Fig. 1: ports around the boundary
Scale bar: 20 um. Pins as bars across the die edge, other pins in grey.
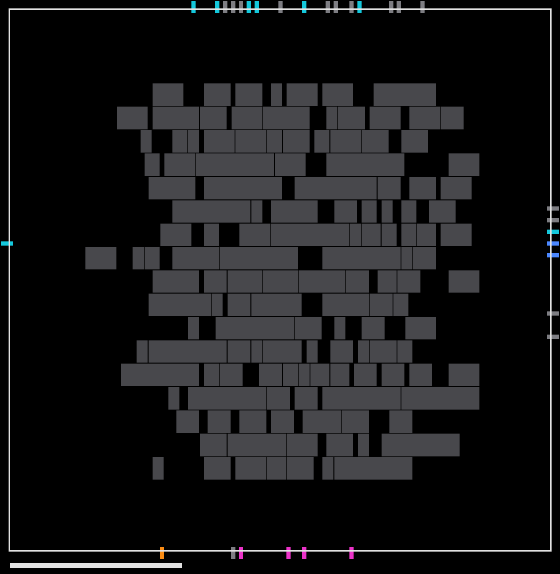
Fig. 2: M1 wires
Scale bar: 20 um.
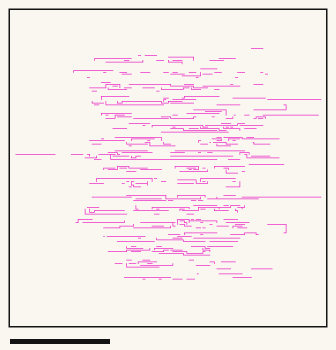
Fig. 3: clock nets
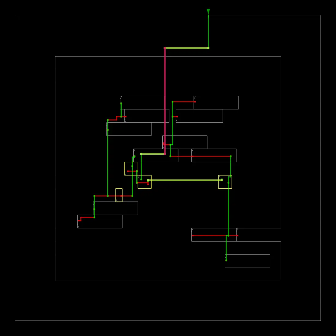
Fig. 4: routed metal per tile
Scale bar: 20 um. 13 x 13 tiles, from dark blue (low) to red (high), scaled to the fullest tile. Values are wire area over tile area, all layers added.
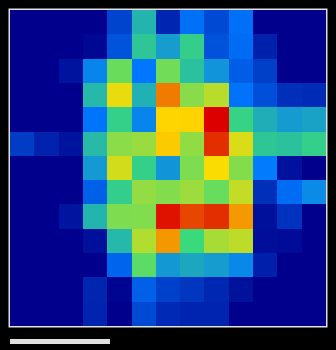
`src/rtl/light_pattern_shifter_if.sv`:
```
`default_nettype none
// +--------------------------------------------------------------------------+
// | light_pattern_shifter_if                                                 |
// | Control/pattern bundle between a controller and the LED pattern engine.  |
// | Revision: 1.0                                                            |
// +--------------------------------------------------------------------------+
interface light_pattern_shifter_if #(
  parameter int WIDTH   = 8,
  parameter int PRESC_W = 4
);
  logic               ena;
  logic [1:0]         mode;
  logic               l_rn;
  logic               fill;
  logic [PRESC_W-1:0] div;
  logic               load;
  logic [WIDTH-1:0]   load_data;
  logic [WIDTH-1:0]   out;
  logic               step;
  logic               edge_hit;

  modport master (
    output ena, mode, l_rn, fill, div, load, load_data,
    input  out, step, edge_hit
  );

  modport slave (
    input  ena, mode, l_rn, fill, div, load, load_data,
    output out, step, edge_hit
  );
endinterface
`default_nettype wire

```
`src/rtl/light_pattern_shifter.sv`:
```
`default_nettype none
// +--------------------------------------------------------------------------+
// | light_pattern_shifter                                                    |
// | WIDTH-bit LED pattern engine: hold/rotate/shift/bounce per prescaler     |
// | period. Bounce mode is built only when LPS_BOUNCE_EN is defined.         |
// | Revision: 1.0                                                            |
// +--------------------------------------------------------------------------+
module light_pattern_shifter #(
  parameter int               WIDTH     = 8,
  parameter int               PRESC_W   = 4,
  parameter logic [WIDTH-1:0] RESET_PAT = {{(WIDTH-1){1'b0}}, 1'b1}
) (
  input  logic                    clk,
  input  logic                    nrst,
  light_pattern_shifter_if.slave  bus
);

  localparam logic [1:0] c_MODE_HOLD  = 2'b00;
  localparam logic [1:0] c_MODE_SHIFT = 2'b10;

  logic [WIDTH-1:0]   r_out;
  logic [PRESC_W-1:0] r_cnt;
  logic               r_step;
  logic               w_step;
  logic [WIDTH-1:0]   w_next;

  // >= rather than == so that shrinking div below the running count steps at once
  assign w_step = bus.ena && (r_cnt >= bus.div);

`ifdef LPS_BOUNCE_EN
  logic r_dir;
  logic r_edge;
  logic w_edge;
  logic w_dir_next;
`endif

  always_comb begin
    w_next = r_out;
`ifdef LPS_BOUNCE_EN
    w_edge     = 1'b0;
    w_dir_next = r_dir;
`endif
    case (bus.mode)
      c_MODE_HOLD: w_next = r_out;
      c_MODE_SHIFT: begin
        if (bus.l_rn) w_next = {r_out[WIDTH-2:0], bus.fill};
        else          w_next = {bus.fill, r_out[WIDTH-1:1]};
      end
`ifdef LPS_BOUNCE_EN
      2'b11: begin
        if (r_dir && r_out[WIDTH-1]) begin
          w_next     = {1'b0, r_out[WIDTH-1:1]};
          w_dir_next = 1'b0;
          w_edge     = 1'b1;
        end else if (!r_dir && r_out[0]) begin
          w_next     = {r_out[WIDTH-2:0], 1'b0};
          w_dir_next = 1'b1;
          w_edge     = 1'b1;
        end else if (r_dir) begin
          w_next = {r_out[WIDTH-2:0], 1'b0};
        end else begin
          w_next = {1'b0, r_out[WIDTH-1:1]};
        end
      end
`endif
      // Rotate; without bounce support mode 11 lands here too
      default: begin
        if (bus.l_rn) w_next = {r_out[WIDTH-2:0], r_out[WIDTH-1]};
        else          w_next = {r_out[0], r_out[WIDTH-1:1]};
      end
    endcase
  end

  always_ff @(posedge clk or negedge nrst) begin
    if (!nrst) begin
      r_out  <= RESET_PAT;
      r_cnt  <= '0;
      r_step <= 1'b0;
`ifdef LPS_BOUNCE_EN
      r_dir  <= 1'b1;
      r_edge <= 1'b0;
`endif
    end else if (bus.load) begin
      r_out  <= bus.load_data;
      r_cnt  <= '0;
      r_step <= 1'b0;
`ifdef LPS_BOUNCE_EN
      r_dir  <= bus.l_rn;
      r_edge <= 1'b0;
`endif
    end else begin
      r_step <= w_step;
`ifdef LPS_BOUNCE_EN
      r_edge <= w_step && w_edge;
`endif
      if (w_step) begin
        r_out <= w_next;
        r_cnt <= '0;
`ifdef LPS_BOUNCE_EN
        r_dir <= w_dir_next;
`endif
      end else if (bus.ena) begin
        r_cnt <= r_cnt + PRESC_W'(1);
      end
    end
  end

  assign bus.out  = r_out;
  assign bus.step = r_step;
`ifdef LPS_BOUNCE_EN
  assign bus.edge_hit = r_edge;
`else
  assign bus.edge_hit = 1'b0;
`endif

endmodule
`default_nettype wire

```
`src/flat_wrapper.sv`:
```
// flat-port wrapper written by rule: the top's interface ports become plain ports
module light_pattern_shifter_flat 
#(
  parameter int               WIDTH     = 8,
  parameter int               PRESC_W   = 4,
  parameter logic [WIDTH-1:0] RESET_PAT = {{(WIDTH-1){1'b0}}, 1'b1}
)
  (clk, nrst, bus_ena, bus_mode, bus_l_rn, bus_fill, bus_div, bus_load, bus_load_data, bus_out, bus_step, bus_edge_hit);
  light_pattern_shifter_if #(.WIDTH(WIDTH), .PRESC_W(PRESC_W)) bus_i ();
  input  logic clk;
  input  logic nrst;
  input wire logic [$bits(bus_i.ena)-1:0] bus_ena;
  input wire logic [$bits(bus_i.mode)-1:0] bus_mode;
  input wire logic [$bits(bus_i.l_rn)-1:0] bus_l_rn;
  input wire logic [$bits(bus_i.fill)-1:0] bus_fill;
  input wire logic [$bits(bus_i.div)-1:0] bus_div;
  input wire logic [$bits(bus_i.load)-1:0] bus_load;
  input wire logic [$bits(bus_i.load_data)-1:0] bus_load_data;
  output wire logic [$bits(bus_i.out)-1:0] bus_out;
  output wire logic [$bits(bus_i.step)-1:0] bus_step;
  output wire logic [$bits(bus_i.edge_hit)-1:0] bus_edge_hit;
  assign bus_i.ena = bus_ena;
  assign bus_i.mode = bus_mode;
  assign bus_i.l_rn = bus_l_rn;
  assign bus_i.fill = bus_fill;
  assign bus_i.div = bus_div;
  assign bus_i.load = bus_load;
  assign bus_i.load_data = bus_load_data;
  assign bus_out = bus_i.out;
  assign bus_step = bus_i.step;
  assign bus_edge_hit = bus_i.edge_hit;
  light_pattern_shifter #(.WIDTH(WIDTH), .PRESC_W(PRESC_W), .RESET_PAT(RESET_PAT)) u_core (.clk(clk), .nrst(nrst), .bus(bus_i));
endmodule
```
`config.mk`:
```
export PLATFORM = sky130hd
export DESIGN_NAME = light_pattern_shifter_flat
export DESIGN_NICKNAME = d
export VERILOG_FILES = /design/src/rtl/light_pattern_shifter_if.sv /design/src/rtl/light_pattern_shifter.sv /design/src/flat_wrapper.sv
export SDC_FILE = /design/constraint.sdc
export NUM_CORES = 1
export LEC_CHECK = 0
export CORE_MARGIN = 8
export CORE_UTILIZATION = 39
export DETAILED_ROUTE_END_ITERATION = 8
export GPL_ROUTABILITY_DRIVEN = 0
export PLACE_DENSITY = 0.81
export SLEW_MARGIN = 20
export SYNTH_ARGS = -nofsm -noshare
export SYNTH_HDL_FRONTEND = slang
export SYNTH_SLANG_ARGS = --single-unit
```
`constraint.sdc`:
```
create_clock -name clk -period 1.73 [get_ports clk]
set_input_delay 0.4325 -clock clk [delete_from_list [all_inputs] [get_ports clk]]
set_output_delay 0.4325 -clock clk [all_outputs]
set_load 0.02 [all_outputs]
```
==> summary.txt <==
flow finished, numbers: status=completed, die height=about 63 um, yosys stat area=about 860 um^2, most frequent cells after synthesis=12 x dfrtp_1, 10 x nand2_1, 8 x mux2_2, antenna viol nets, final=0, Clock Tree Buf Depth=2, invs w/o clock=6, most numerous cell in the Yosys netlist=dfrtp_1, Final Power=0.959 mW, # rows=17, Top area cell types=dfrtp_1 35%, mux2_2 10%, ha_1 7.3%, CP endpoint=u_core.bus.out[5], FF-to-FF Start=u_core.r_cnt[3], Reg area=between 300 and 400 um^2, max reg flops=8, DRC viols=0, Top Family by Delay on Critical Path=AND-OR/OR-AND gates, drt wl/cell=about 14 um, fin cells=164, crit path DAT=between 1.5 and 2 ns, Synthesis Warnings=0, Dominant cell area share=35.0%, final setup fails=0, Root Buffer=clkbuf_4, Core Util, Final=approximately 66%, dpl ws=-0.548 ns, CTS tree=yes, Detail Placement HPWL=between 1.5 and 2 mm, period utilization=a little over nine tenths, placed cell area=between 1000 and 1500 um^2, Metal-1 WL=a little over 1 mm, Filler cells=167, nets@finish=between 150 and 200, Mapped Area=858 um^2, combinational power share=39.7%, initial detailed-routing violation count=19, Avg Vias per Cell=approximately 4.8, share of post-route cells with drive strength above 1=between 30% and 40%, Net Sw Frac=32.0%, FP Core Util=approximately 40%, worst vdd ir=roughly 380 uV, Tap Cells=28, dominant kind of cell=logic gates, die area=about 4000 um^2, Tmin final=about 1.7 ns, first-pass GRT wire length=around 4.1 mm, global route overflow=0, worst endpoint required time=~1.9 ns, Clk pwr share=around a fifth, RSZ-0062 raised after global routing=true, H-Tree Depth=1, logic share of the area=between 30% and 40%, Buf/Inv on CP=1, number of I/O port buffers=28, DR pass1 iterations=4, Logic area=563 um^2, Post-Synth AOI/OAI Area=15.7%, Hold Path Class=in2async, GRT met2 Usage=a little over a fifth, GRT Util Overall=between 10% and 20%, worst path cell trace=ha_4 > o211ai_1 > o21ai_2 > a21oi_4 > buf_6 > mux2_4, Flop+latch power=0.395 mW, Top cell excl fill/tap=clkdlybuf4s50_1, clk ins delay skew pair=0.27 ns, most frequent logic cells in the routed design=16 x clkdlybuf4s50_1, 15 x buf_4, 12 x dfrtp_1, vias in the first global route=about 850, Clk. pwr=0.184 mW, Chip Width=62.9 um, Top logic family=multiplexers, Async SR Flop Fraction=100%, Crit. path cell count=6, initial antenna violation count=0, Placed Instances=roughly 160, Worst setup EP type=register, Power Combinational=0.380 mW, final worst slack=0.0330 ns, tool warnings=28, Max Used Layer=met4, Worst R2R End=u_core.bus.out[5], Sequential Power Share=between 40 and 50%, final hold violations=0, Worst Setup Start Kind=register, yosys adder share=under 10%, cts hold-fix bufs=0, Seq area share=between 20% and 30%, largest net degree at the start of global routing=14, r2r setup slk=0.03 ns, final hold slack=0.453 ns
## Picture notes: Fig. 1
port	colour	pins	direction	edge
bus_load_data	cyan	8	input	6 top, 1 left, 1 right
bus_mode	blue	2	input	right
bus_edge_hit	orange	1	output	bottom
bus_div	magenta	4	input	bottom
all pins by edge	16 top, 7 right, 6 bottom, 1 left

## Picture notes: Fig. 2
wire length on this layer	1,020 um
share of all routed wire	44%
main direction	horizontal
nets with wire on the layer	147
longest straight run	21.2 um
WL final: 2.31 mm
routed vias: 794
met1 Use GR: 14.1%

## Picture notes: Fig. 3
Clock Buffer Count: 4
skew final: 0.00507 ns
TritonCTS Buffers: 3

## Picture notes: Fig. 4
emptiest ninth of the die	bottom left
fullest tile	0.36
mean over tiles	0.090
nearly empty tiles	34%

Power is estimated from default activity; no workload was simulated.
